[config.mk]
export PLATFORM = sky130hd
export DESIGN_NAME = p4_result_packer_flat
export DESIGN_NICKNAME = d
export VERILOG_FILES = /design/src/rtl/p4_result_packer_if.sv /design/src/rtl/p4_result_packer.sv /design/src/flat_wrapper.sv
export SDC_FILE = /design/constraint.sdc
export NUM_CORES = 1
export LEC_CHECK = 0
export CORE_MARGIN = 3
export CORE_UTILIZATION = 43
export CTS_BUF_LIST = sky130_fd_sc_hd__clkbuf_4 sky130_fd_sc_hd__clkbuf_8 sky130_fd_sc_hd__clkbuf_16
export DETAILED_ROUTE_END_ITERATION = 10
export GPL_TIMING_DRIVEN = 0
export PLACE_DENSITY = 0.73
export SLEW_MARGIN = 0
export SYNTH_ARGS = -nofsm -noshare
export SYNTH_HDL_FRONTEND = slang
export SYNTH_SLANG_ARGS = --single-unit
[constraint.sdc]
create_clock -name Clk -period 1.9 [get_ports Clk]
set_input_delay 0.285 -clock Clk [delete_from_list [all_inputs] [get_ports Clk]]
set_output_delay 0.285 -clock Clk [all_outputs]
set_load 0.01 [all_outputs]
[src/rtl/p4_result_packer_if.sv]
// Result-in / packed-word-out bus of the result packer: upstream result handshake,
// downstream word handshake and status.
interface p4_result_packer_if #(
    parameter int W     = 3,
    parameter int N     = 4,
    parameter int CNT_W = 8
) ();
    logic             C0;
    logic             C1;
    logic             C2;
    logic             In_valid;
    logic             In_ready;
    logic [W*N-1:0]   Out_data;
    logic             Out_valid;
    logic             Out_ready;
    logic [CNT_W-1:0] Word_cnt;
    logic             Overflow;

    modport master (
        output C0, C1, C2, In_valid, Out_ready,
        input  In_ready, Out_data, Out_valid, Word_cnt, Overflow
    );

    modport slave (
        input  C0, C1, C2, In_valid, Out_ready,
        output In_ready, Out_data, Out_valid, Word_cnt, Overflow
    );
endinterface

[src/rtl/p4_result_packer.sv]
// Packs N consecutive W-bit results into one word behind a valid/ready output,
// with a completed-word counter and a sticky overflow flag for dropped results.
module p4_result_packer #(
    parameter int W     = 3,
    parameter int N     = 4,
    parameter int CNT_W = 8
) (
    input logic                Clk,
    input logic                Rst_n,
    p4_result_packer_if.slave  bus
);
    localparam int IDX_W = $clog2(N);

    typedef enum logic [0:0] {
        COLLECT = 1'b0,
        STALL   = 1'b1
    } state_t;

    state_t           state_r, state_next_s;
    logic [IDX_W-1:0] idx_r, idx_next_s;
    logic [W*N-1:0]   coll_r, coll_next_s;
    logic [W*N-1:0]   out_data_r, out_data_next_s;
    logic             out_valid_r, out_valid_next_s;
    logic [CNT_W-1:0] cnt_r, cnt_next_s;
    logic             ovf_r, ovf_next_s;

    logic [W-1:0]     result_s;
    logic             in_ready_s;
    logic             out_hs_s;
    logic             out_free_s;
    logic             last_s;

    assign result_s = {bus.C2, bus.C1, bus.C0};

    // Next-state, slot write, output-register load and status update
    always_comb begin
        state_next_s     = state_r;
        idx_next_s       = idx_r;
        coll_next_s      = coll_r;
        out_data_next_s  = out_data_r;
        out_valid_next_s = out_valid_r;
        cnt_next_s       = cnt_r;
        ovf_next_s       = ovf_r;
        in_ready_s       = 1'b0;
        out_hs_s         = out_valid_r && bus.Out_ready;
        out_free_s       = !out_valid_r || bus.Out_ready;
        last_s           = (idx_r == IDX_W'(N - 1));

        // A completed handshake empties the output unless a word reloads it below
        if (out_hs_s) begin
            cnt_next_s       = cnt_r + CNT_W'(1);
            out_valid_next_s = 1'b0;
        end else begin
            cnt_next_s       = cnt_r;
        end

        case (state_r)
            COLLECT: begin
                in_ready_s = 1'b1;
                if (bus.In_valid) begin
                    coll_next_s[W*idx_r +: W] = result_s;
                    if (!last_s) begin
                        idx_next_s = idx_r + IDX_W'(1);
                    end else if (out_free_s) begin
                        out_data_next_s  = coll_next_s;
                        out_valid_next_s = 1'b1;
                        idx_next_s       = {IDX_W{1'b0}};
                    end else begin
                        state_next_s = STALL;
                    end
                end else begin
                    idx_next_s = idx_r;
                end
            end
            STALL: begin
                in_ready_s = 1'b0;
                if (bus.In_valid) begin
                    ovf_next_s = 1'b1;
                end else begin
                    ovf_next_s = ovf_r;
                end
                // The collector already holds the complete word; move it on release
                if (out_hs_s) begin
                    out_data_next_s  = coll_r;
                    out_valid_next_s = 1'b1;
                    idx_next_s       = {IDX_W{1'b0}};
                    state_next_s     = COLLECT;
                end else begin
                    state_next_s = STALL;
                end
            end
            default: begin
                state_next_s = COLLECT;
                idx_next_s   = {IDX_W{1'b0}};
            end
        endcase
    end

    // State and datapath registers with synchronous active-low reset
    always_ff @(posedge Clk) begin
        if (!Rst_n) begin
            state_r     <= COLLECT;
            idx_r       <= {IDX_W{1'b0}};
            coll_r      <= {(W*N){1'b0}};
            out_data_r  <= {(W*N){1'b0}};
            out_valid_r <= 1'b0;
            cnt_r       <= {CNT_W{1'b0}};
            ovf_r       <= 1'b0;
        end else begin
            state_r     <= state_next_s;
            idx_r       <= idx_next_s;
            coll_r      <= coll_next_s;
            out_data_r  <= out_data_next_s;
            out_valid_r <= out_valid_next_s;
            cnt_r       <= cnt_next_s;
            ovf_r       <= ovf_next_s;
        end
    end

    assign bus.In_ready  = in_ready_s;
    assign bus.Out_data  = out_data_r;
    assign bus.Out_valid = out_valid_r;
    assign bus.Word_cnt  = cnt_r;
    assign bus.Overflow  = ovf_r;
endmodule

[src/flat_wrapper.sv]
// flat-port wrapper written by rule: the top's interface ports become plain ports
module p4_result_packer_flat 
#(
    parameter int W     = 3,
    parameter int N     = 4,
    parameter int CNT_W = 8
)
  (Clk, Rst_n, bus_C0, bus_C1, bus_C2, bus_In_valid, bus_Out_ready, bus_In_ready, bus_Out_data, bus_Out_valid, bus_Word_cnt, bus_Overflow);
  p4_result_packer_if #(.W(W), .N(N), .CNT_W(CNT_W)) bus_i ();
  input logic Clk;
  input logic Rst_n;
  input wire logic [$bits(bus_i.C0)-1:0] bus_C0;
  input wire logic [$bits(bus_i.C1)-1:0] bus_C1;
  input wire logic [$bits(bus_i.C2)-1:0] bus_C2;
  input wire logic [$bits(bus_i.In_valid)-1:0] bus_In_valid;
  input wire logic [$bits(bus_i.Out_ready)-1:0] bus_Out_ready;
  output wire logic [$bits(bus_i.In_ready)-1:0] bus_In_ready;
  output wire logic [$bits(bus_i.Out_data)-1:0] bus_Out_data;
  output wire logic [$bits(bus_i.Out_valid)-1:0] bus_Out_valid;
  output wire logic [$bits(bus_i.Word_cnt)-1:0] bus_Word_cnt;
  output wire logic [$bits(bus_i.Overflow)-1:0] bus_Overflow;
  assign bus_i.C0 = bus_C0;
  assign bus_i.C1 = bus_C1;
  assign bus_i.C2 = bus_C2;
  assign bus_i.In_valid = bus_In_valid;
  assign bus_i.Out_ready = bus_Out_ready;
  assign bus_In_ready = bus_i.In_ready;
  assign bus_Out_data = bus_i.Out_data;
  assign bus_Out_valid = bus_i.Out_valid;
  assign bus_Word_cnt = bus_i.Word_cnt;
  assign bus_Overflow = bus_i.Overflow;
  p4_result_packer #(.W(W), .N(N), .CNT_W(CNT_W)) u_core (.Clk(Clk), .Rst_n(Rst_n), .bus(bus_i));
endmodule
Figure 1. Sequential cells grouped by signal name.
The bar under the picture is 20 um long. Other sequential cells in the stronger grey, the rest of the logic in the fainter grey.
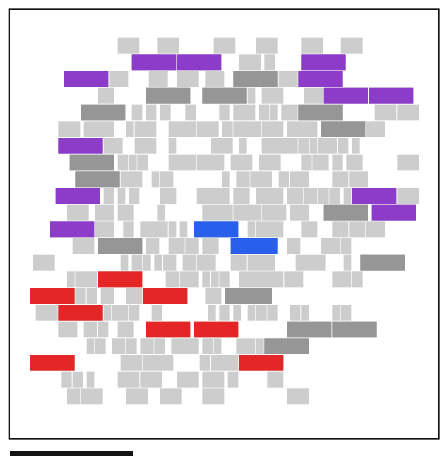
legend:
  blue:
    netlist_name: `u_core.idx_r`
    sequential_cells: 2
  red:
    netlist_name: `u_core.bus.Word_cnt`
    sequential_cells: 8
  purple:
    netlist_name: `u_core.bus.Out_data`
    sequential_cells: 12

Figure 2. Wiring by layer.
The bar under the picture is 20 um long.
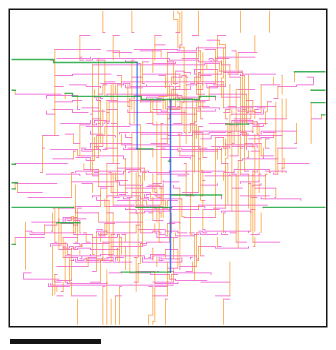
legend:
  magenta:
    layer: M1
    wire_length: 1880 um
  green:
    layer: M3
    wire_length: 152 um
  blue:
    layer: M4
    wire_length: 57.1 um
  orange:
    layer: M2
    wire_length: 1690 um

==> summary.txt <==
status - completed
# port buffers - 28
H-Tree Level Count - 2
Cell Area, Synth - 1750 um^2
Finish-stage setup viols - 0
Post-synth regs - 37
combinational cell power - 0.000178 W
most common logic cells in the final layout - dfxtp_1 (35), clkdlybuf4s50_1 (28), a21oi_1 (21), nand2_1 (16), nand3_1 (13)
CP required - 1.62 ns
worst reg-to-reg path cell count - 6
Critical R2R Capture - u_core.coll_r[10]
Fin Hold WS - 0.389 ns
CTS tree - built
critical path type - flop to primary output
RSZ-0062 raised after global routing - no
reg-to-reg startpoint - u_core.idx_r[0]
P_clk - 0.000557 W
CP startpoint - u_core.state_r
EDFF count, synth - 0
Synth mux share - 3.44%
Synth Seq Share - 42.4%
Async SR Flop Fraction - 0%
share of cells above drive strength 1 - 12.8%
Synth Area in Simple Gates - 24.9%
fp util - 46.0%
post-route ant nets - 0
DRC - 0
worst hold path class - input pin to flop
comb area leader - simple AND/OR/NAND/NOR gates
Die W - 69.7 um
Log Warnings - 30
Synth Instances - 190
Crit path max-delay family - buffers and inverters
Tot GR Track Use - 16.3%
pin count of the biggest net entering global routing - 11
fin area - 2220 um^2
main flop type - dfxtp_1
IO Count - 30
Ys Warns - 0
Setup crit start kind - flop
DR iter-0 viols - 102
die height - 69.7 um
Final Cycle Share - 96.6%
Comb power frac - 11.7%
GRT overflow - 0
Resized cells post-CTS - 5
first-pass GRT wire length - 6420 um
Slowest-stage cell, CP - clkdlybuf4s50_1
post-placement cell area - 2090 um^2
R2R setup slack - 0.16 ns
setup TNS - 0 ns
clock latency on the worst-skew pair - 0.29 ns
Worst EP arrival - 1.55 ns
Fmax - 545 MHz
Yosys Chip Area - 1750 um^2
Critical Path Max Stage Delay - 0.56 ns
WL per Instance - 13.8 um
cell depth of the worst setup path - 3
hold path depth - 3
P_leak - 0.777 nW
vias per std cell - 5.38
Post-CTS Repair Setup Buffers - 0
Finished Layout Cells - 274
proportion of power drawn by flip-flops and latches - 51.8%
std cell rows - 22
dominant logic cell type in the layout - dfxtp_1
worst-path maximum fanout - 10
initial antenna violation count - 0
Psw - 0.000365 W
area fraction in compound gates - 19.0%
NumNets Final - 238
CTS clock-pin slew for the worst setup and hold paths - 0.07 ns
net count after synthesis - 203
core area - 3800 um^2
Num CTS Buffers - 5
Yosys cell types - 36
Synth top cell by count - dfxtp_1
max-cap violations - 0
most frequent cells after synthesis - dfxtp_1 (37), a21oi_1 (21), nand2_1 (16), nand3_1 (13), o2bb2ai_1 (12)
skew final - 0.00439 ns
HP Start - bus_In_valid
Final HPWL DP - 2680 um
Net Sw Frac - 23.9%
CTS sink cnt - 37
total power - 0.00153 W
via count - 1474
DP Cell Count - 266
VDD IR-drop max - 0.000448 V
P per Cell Area - 688 nW/um^2
Util after Layout - 58.4%
Hold Path End - u_core.bus.Out_valid
area grow syn2layout - 27.0%
yosys cell count - 190
pre-CTS setup slack - -0.0868 ns
hold buffer count at cts - 0
GP Congestion - 0.845
Final Max Tran Viols - 0
crit path capture - bus_In_ready
biggest area cells - dfxtp_1 (42%), a21oi_1 (6.0%), o2bb2ai_1 (6.0%)
root buffer cell - clkbuf_8
largest power group - sequential cells
worst setup margin - 0.0652 ns
Clock Power Share - 36.5%
Yosys top cell by area - dfxtp_1
Top cell area share - 42.4%
total length of routed wires - 3780 um
Synth Area in XOR/XNOR - 1.00%
Seq power - 0.000791 W
CP Capture Type - primary output
worst-path cell chain - clkbuf_4, inv_1, clkdlybuf4s50_1
Internal - 0.00116 W
Syn Area/Cell - 9.19 um^2
Buf+Inv Stages, Crit Path - 3
Worst-Margin Slew - 0.518 ns
vias in the first global route - 1398
Die Area - 4860 um^2
drt pass-1 iters - 4
ant diodes - 0
Final Critical Period - 1.83 ns
Adder-Cell Fraction of Synth Area - 4.30%
CTS max path bufs - 2
final hold vios - 0
[routing by layer]
| metal | global-route usage (%) | vias to the layer above | routed length (um) |
|---|---|---|---|
| met2 | 24.9 | 24 | 1690 |
| met1 | 21.3 | 683 | 1880 |
| li1 | - | 761 | - |
| met5 | 0 | - | 0 |
| met3 | 5.65 | 6 | 151 |
| met4 | 5.74 | 0 | 57 |
[area by class of cell]
class | count | area [um^2]
Timing Repair Buffer | 28 | 280
Tap cell | 48 | 60.1
Buffer | 12 | 67.6
Clock buffer | 8 | 91.3
Sequential cell | 37 | 743
Multi-Input combinational cell | 134 | 950
Inverter | 7 | 26.3
Fill cell | 341 | 1580
No activity file was given, so power comes from the tool's default toggle rates.
